[src/rtl/cdce_mon_pkg.sv]
// Shared types and constants for the CDCE62005 per-frame monitor.
package cdce_mon_pkg;

    typedef enum logic [1:0] {
        ST_IDLE  = 2'd0,
        ST_WRITE = 2'd1,
        ST_RDCMD = 2'd2,
        ST_RSVD  = 2'd3
    } mon_state_e;

    localparam logic [3:0] CMD_READ   = 4'he;
    localparam logic [3:0] REG_STATUS = 4'h8;
    localparam int         NUM_SHADOW = 8;
    localparam int         SHADOW_W   = 28;

    // Registers 0..7 are the only ones mirrored in the write shadow.
    function automatic logic is_shadow_addr(input logic [3:0] a);
        return ~a[3];
    endfunction

endpackage

[src/rtl/cdce_shadow_regs.sv]
// Write shadow of CDCE registers 0..7 with a combinational readback compare.
module cdce_shadow_regs
    import cdce_mon_pkg::*;
(
    input  logic                clk_i,
    input  logic                rst_ni,
    input  logic                we_i,
    input  logic [2:0]          waddr_i,
    input  logic [SHADOW_W-1:0] wdata_i,
    input  logic [3:0]          caddr_i,
    input  logic [SHADOW_W-1:0] cdata_i,
    output logic                cvalid_o,
    output logic                cmismatch_o
);

    logic [NUM_SHADOW-1:0][SHADOW_W-1:0] shadow_q;
    logic [NUM_SHADOW-1:0]               wr_valid_q;

    for (genvar g = 0; g < NUM_SHADOW; g++) begin : g_ent
        always_ff @(posedge clk_i or negedge rst_ni) begin
            if (!rst_ni) begin
                shadow_q[g]   <= '0;
                wr_valid_q[g] <= 1'b0;
            end else if (we_i && (waddr_i == 3'(g))) begin
                shadow_q[g]   <= wdata_i;
                wr_valid_q[g] <= 1'b1;
            end
        end
    end

    // Unwritten entries never report a mismatch.
    always_comb begin
        cvalid_o    = is_shadow_addr(caddr_i) && wr_valid_q[caddr_i[2:0]];
        cmismatch_o = cvalid_o && (shadow_q[caddr_i[2:0]] != cdata_i);
    end

endmodule

[src/rtl/cdce_frame_monitor.sv]
// Per-frame monitor clocked by CS rising edge: shadows writes, verifies readbacks, tracks PLL lock.
module cdce_frame_monitor
    import cdce_mon_pkg::*;
#(
    parameter int CNT_W    = 16,
    parameter int LOCK_BIT = 12
) (
    input  logic             CLOCK3_SSPCS_o,
    input  logic             FPGA_rst,
    input  logic [31:0]      frame_word,
    input  logic             frame_is_read,
    input  logic [31:0]      Read_data,
    input  logic             clr,
    output logic [CNT_W-1:0] frame_cnt,
    output logic [31:0]      rb_data,
    output logic [3:0]       rb_addr,
    output logic             rb_toggle,
    output logic             verify_err,
    output logic [3:0]       err_addr,
    output logic             proto_err,
    output logic             lock_now,
    output logic             lock_seen,
    output logic             lock_lost,
    output logic [1:0]       state
);

    mon_state_e       state_q, state_d, cur_st;
    logic [CNT_W-1:0] frame_cnt_q, frame_cnt_d, cnt_base;
    logic [31:0]      rb_data_q, rb_data_d;
    logic [3:0]       rb_addr_q, rb_addr_d, err_addr_q, err_addr_d, pend_q, pend_d;
    logic             rb_toggle_q, rb_toggle_d, verify_q, verify_d, proto_q, proto_d;
    logic             lock_now_q, lock_now_d, lock_seen_q, lock_seen_d, lock_lost_q, lock_lost_d;
    logic             verify_base, lock_seen_base;
    logic             sh_we, sh_cvalid, sh_mismatch;
    logic [3:0]       a;

    assign a = frame_word[3:0];

    cdce_shadow_regs u_shadow (
        .clk_i       (CLOCK3_SSPCS_o),
        .rst_ni      (FPGA_rst),
        .we_i        (sh_we),
        .waddr_i     (a[2:0]),
        .wdata_i     (frame_word[31:4]),
        .caddr_i     (pend_q),
        .cdata_i     (Read_data[31:4]),
        .cvalid_o    (sh_cvalid),
        .cmismatch_o (sh_mismatch)
    );

    always_comb begin
        cur_st         = (state_q == ST_RSVD) ? ST_IDLE : state_q;
        state_d        = cur_st;
        // clr wipes the stickies first; this frame's events then land on top.
        cnt_base       = clr ? '0 : frame_cnt_q;
        frame_cnt_d    = (&cnt_base) ? cnt_base : cnt_base + 1'b1;
        verify_base    = clr ? 1'b0 : verify_q;
        lock_seen_base = clr ? 1'b0 : lock_seen_q;
        verify_d       = verify_base;
        err_addr_d     = clr ? 4'h0 : err_addr_q;
        proto_d        = clr ? 1'b0 : proto_q;
        lock_seen_d    = lock_seen_base;
        lock_lost_d    = clr ? 1'b0 : lock_lost_q;
        lock_now_d     = lock_now_q;
        rb_data_d      = rb_data_q;
        rb_addr_d      = rb_addr_q;
        rb_toggle_d    = rb_toggle_q;
        pend_d         = pend_q;
        sh_we          = 1'b0;

        if (!frame_is_read) begin
            sh_we = is_shadow_addr(a);
            if (a == CMD_READ) pend_d = frame_word[7:4];
            if (cur_st == ST_RDCMD) proto_d = 1'b1;
            if (cur_st == ST_IDLE) state_d = ST_WRITE;
            else                   state_d = (a == CMD_READ) ? ST_RDCMD : ST_WRITE;
        end else begin
            rb_data_d   = Read_data;
            rb_toggle_d = ~rb_toggle_q;
            if (cur_st == ST_RDCMD) begin
                state_d   = ST_WRITE;
                rb_addr_d = pend_q;
                if (sh_cvalid && sh_mismatch) begin
                    verify_d = 1'b1;
                    if (!verify_base) err_addr_d = pend_q;
                end
                if (pend_q == REG_STATUS) begin
                    lock_now_d = Read_data[LOCK_BIT];
                    if (Read_data[LOCK_BIT])    lock_seen_d = 1'b1;
                    else if (lock_seen_base)    lock_lost_d = 1'b1;
                end
            end else begin
                proto_d = 1'b1;
            end
        end
    end

    always_ff @(posedge CLOCK3_SSPCS_o or negedge FPGA_rst) begin
        if (!FPGA_rst) begin
            state_q     <= ST_IDLE;
            frame_cnt_q <= '0;
            rb_data_q   <= '0;
            rb_addr_q   <= '0;
            rb_toggle_q <= 1'b0;
            verify_q    <= 1'b0;
            err_addr_q  <= '0;
            proto_q     <= 1'b0;
            lock_now_q  <= 1'b0;
            lock_seen_q <= 1'b0;
            lock_lost_q <= 1'b0;
            pend_q      <= '0;
        end else begin
            state_q     <= state_d;
            frame_cnt_q <= frame_cnt_d;
            rb_data_q   <= rb_data_d;
            rb_addr_q   <= rb_addr_d;
            rb_toggle_q <= rb_toggle_d;
            verify_q    <= verify_d;
            err_addr_q  <= err_addr_d;
            proto_q     <= proto_d;
            lock_now_q  <= lock_now_d;
            lock_seen_q <= lock_seen_d;
            lock_lost_q <= lock_lost_d;
            pend_q      <= pend_d;
        end
    end

    assign state      = state_q;
    assign frame_cnt  = frame_cnt_q;
    assign rb_data    = rb_data_q;
    assign rb_addr    = rb_addr_q;
    assign rb_toggle  = rb_toggle_q;
    assign verify_err = verify_q;
    assign err_addr   = err_addr_q;
    assign proto_err  = proto_q;
    assign lock_now   = lock_now_q;
    assign lock_seen  = lock_seen_q;
    assign lock_lost  = lock_lost_q;

endmodule

[config.mk]
export PLATFORM = sky130hd
export DESIGN_NAME = cdce_frame_monitor
export DESIGN_NICKNAME = d
export VERILOG_FILES = /design/src/rtl/cdce_mon_pkg.sv /design/src/rtl/cdce_shadow_regs.sv /design/src/rtl/cdce_frame_monitor.sv
export SDC_FILE = /design/constraint.sdc
export NUM_CORES = 1
export LEC_CHECK = 0
export CAP_MARGIN = 40
export CORE_MARGIN = 3
export CORE_UTILIZATION = 45
export CTS_CLUSTER_SIZE = 14
export DETAILED_ROUTE_END_ITERATION = 8
export PLACE_DENSITY = 0.68
export SYNTH_ARGS = -nofsm -noshare
export SYNTH_HDL_FRONTEND = slang
export SYNTH_HIERARCHICAL = 1
export SYNTH_SLANG_ARGS = --single-unit
[constraint.sdc]
create_clock -name CLOCK3_SSPCS_o -period 2.8 [get_ports CLOCK3_SSPCS_o]
set_input_delay 0.42 -clock CLOCK3_SSPCS_o [delete_from_list [all_inputs] [get_ports CLOCK3_SSPCS_o]]
set_output_delay 0.42 -clock CLOCK3_SSPCS_o [all_outputs]
set_load 0.05 [all_outputs]
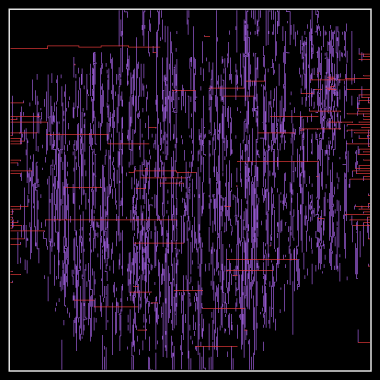
Figure 1: routed metal, one color a layer.
(2 px per um) Only two layers are drawn.
met3 -> red  # wire length 1140 um
met2 -> purple  # wire length 15200 um
final routed wirelength across all metal layers: 31.7 mm
average wire length per cell after detail routing: 21.7 um
GR Util All Layers: 0.194
total vias in the final route: 8122

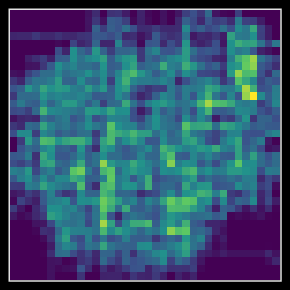
Figure 2: signal metal coverage by tile.
(1.5 px per um) The die is cut into 36 by 36 equal tiles; dark purple is low, yellow is high, scaled to the fullest tile. Values are wire area over tile area, all layers added.
emptiest ninth of the die = south-east
fullest tile = 0.50
nearly empty tiles = 14%
tiles over half the peak = 15%
densest ninth of the die = center

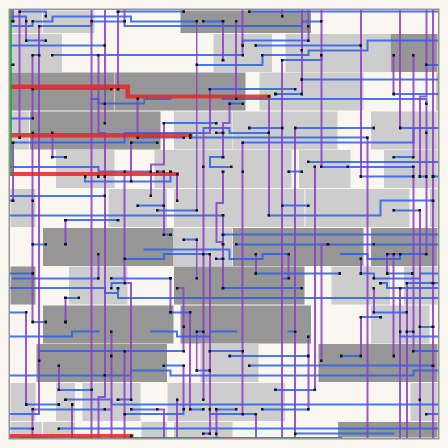
Figure 3: close-up of the layout.
Region (75, 75) to (105, 105) um. Cells in gray, sequential cells in the stronger gray; small squares are vias.
met1 -> blue
met4 -> green
met3 -> red
met2 -> purple
sequential cells in the window = 12
cells with their middle in the window = 37
most frequent = mux2_2 (14), dfrtp_1 (12), buf_12 (5)
netlist names of flops here include = u_shadow/shadow_q (12)

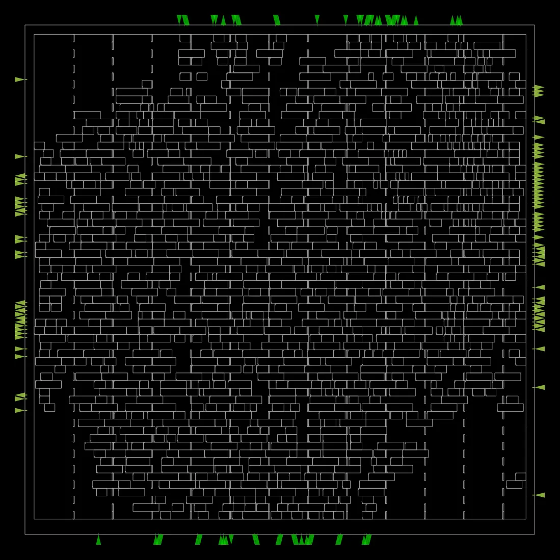
Figure 4: cell outlines without signal wires.
core outline area: 29800 um2
FF+latch count: 300

## state kept, by name, summed over array words and instances (netlist names)
| register | flops |
|---|---|
| u_shadow/shadow_q | 224 |
| rb_data | 32 |
| frame_cnt | 16 |
| u_shadow/wr_valid_q | 8 |
| err_addr | 4 |
| pend_q | 4 |
| rb_addr | 4 |
| state | 2 |
| lock_lost | 1 |
| lock_now | 1 |
| lock_seen | 1 |
| proto_err | 1 |
| rb_toggle | 1 |
| verify_err | 1 |
## cell families (layout without fill, tap and decap cells)
logic type,count (synthesis),count (layout),synth area share
muxes,352,352,0.338
and+or+nand+nor,109,109,0.0498
AOI/OAI and AO/OA,36,36,0.0164
DFF,300,300,0.550
xor gates and xnor gates,31,31,0.0199
adders and majority gates,2,2,0.00183
buffers and inverters,57,243,0.0239
==> results.env <==
OUTCOME='finished, violations left'
VIOLATIONS='setup timing'
CLOCK_SINKS=300
DRT_FIRST_ITER_VIOLATIONS=412
LAYOUT_TOP_CELL_EXCL_FILL_TAP='sky130_fd_sc_hd__dfrtp_1'
SYNTH.YOSYS.SEQ_AREA_SHARE=0.550
WORST-R2R-SETUP-SLACK_NS=-0.01
DRC_ERRORS=0
FINALSETUPVIOLATIONS=2
SLEW_VIOL_FINAL=0
FINAL.SETUP_SKEW_NS=0.0115
MAXCLOCKFREQUENCY_MHz=356
TIMING_HOLD_VIOLATIONS_FINAL=0
DP_HPWL_MM=20.1
N_FILL_CELL=2388
LARGEST_AREA_CONTRIBUTOR_IN_THE_NETLIST='sky130_fd_sc_hd__dfrtp_1'
POWER.SHARE.SWITCHING=0.270
HOLD_PATH.CLASS='in2async'
TOTALPOWERFINAL_mW=13.0
MAX-CLOCK-PATH-BUFFERS=3
GRT_START_MAX_NET_PINS=84
LAYOUT.COMB_GATES.MULTI_INPUT=530
MAX_SLEW_MARGIN=0.593
FF_LATCH_AREA_UM2=7510
BUSIEST_LAYER='met2'
GR-USAGE-MET2=0.319
POWERCOMB_mW=3.22
WORST_PATH_DOMINANT_CELL_FAMILY='simple AND/OR/NAND/NOR gates'
POST-ROUTE-WORST-SETUP-SLACK_NS=-0.0119
BUFFERS=178
NUMPORTBUFFERS=131
FLOP_CELL='sky130_fd_sc_hd__dfrtp_1'
DPL.CELL_COUNT=1401
FINISH.INSTANCE_AREA_UM2=16800
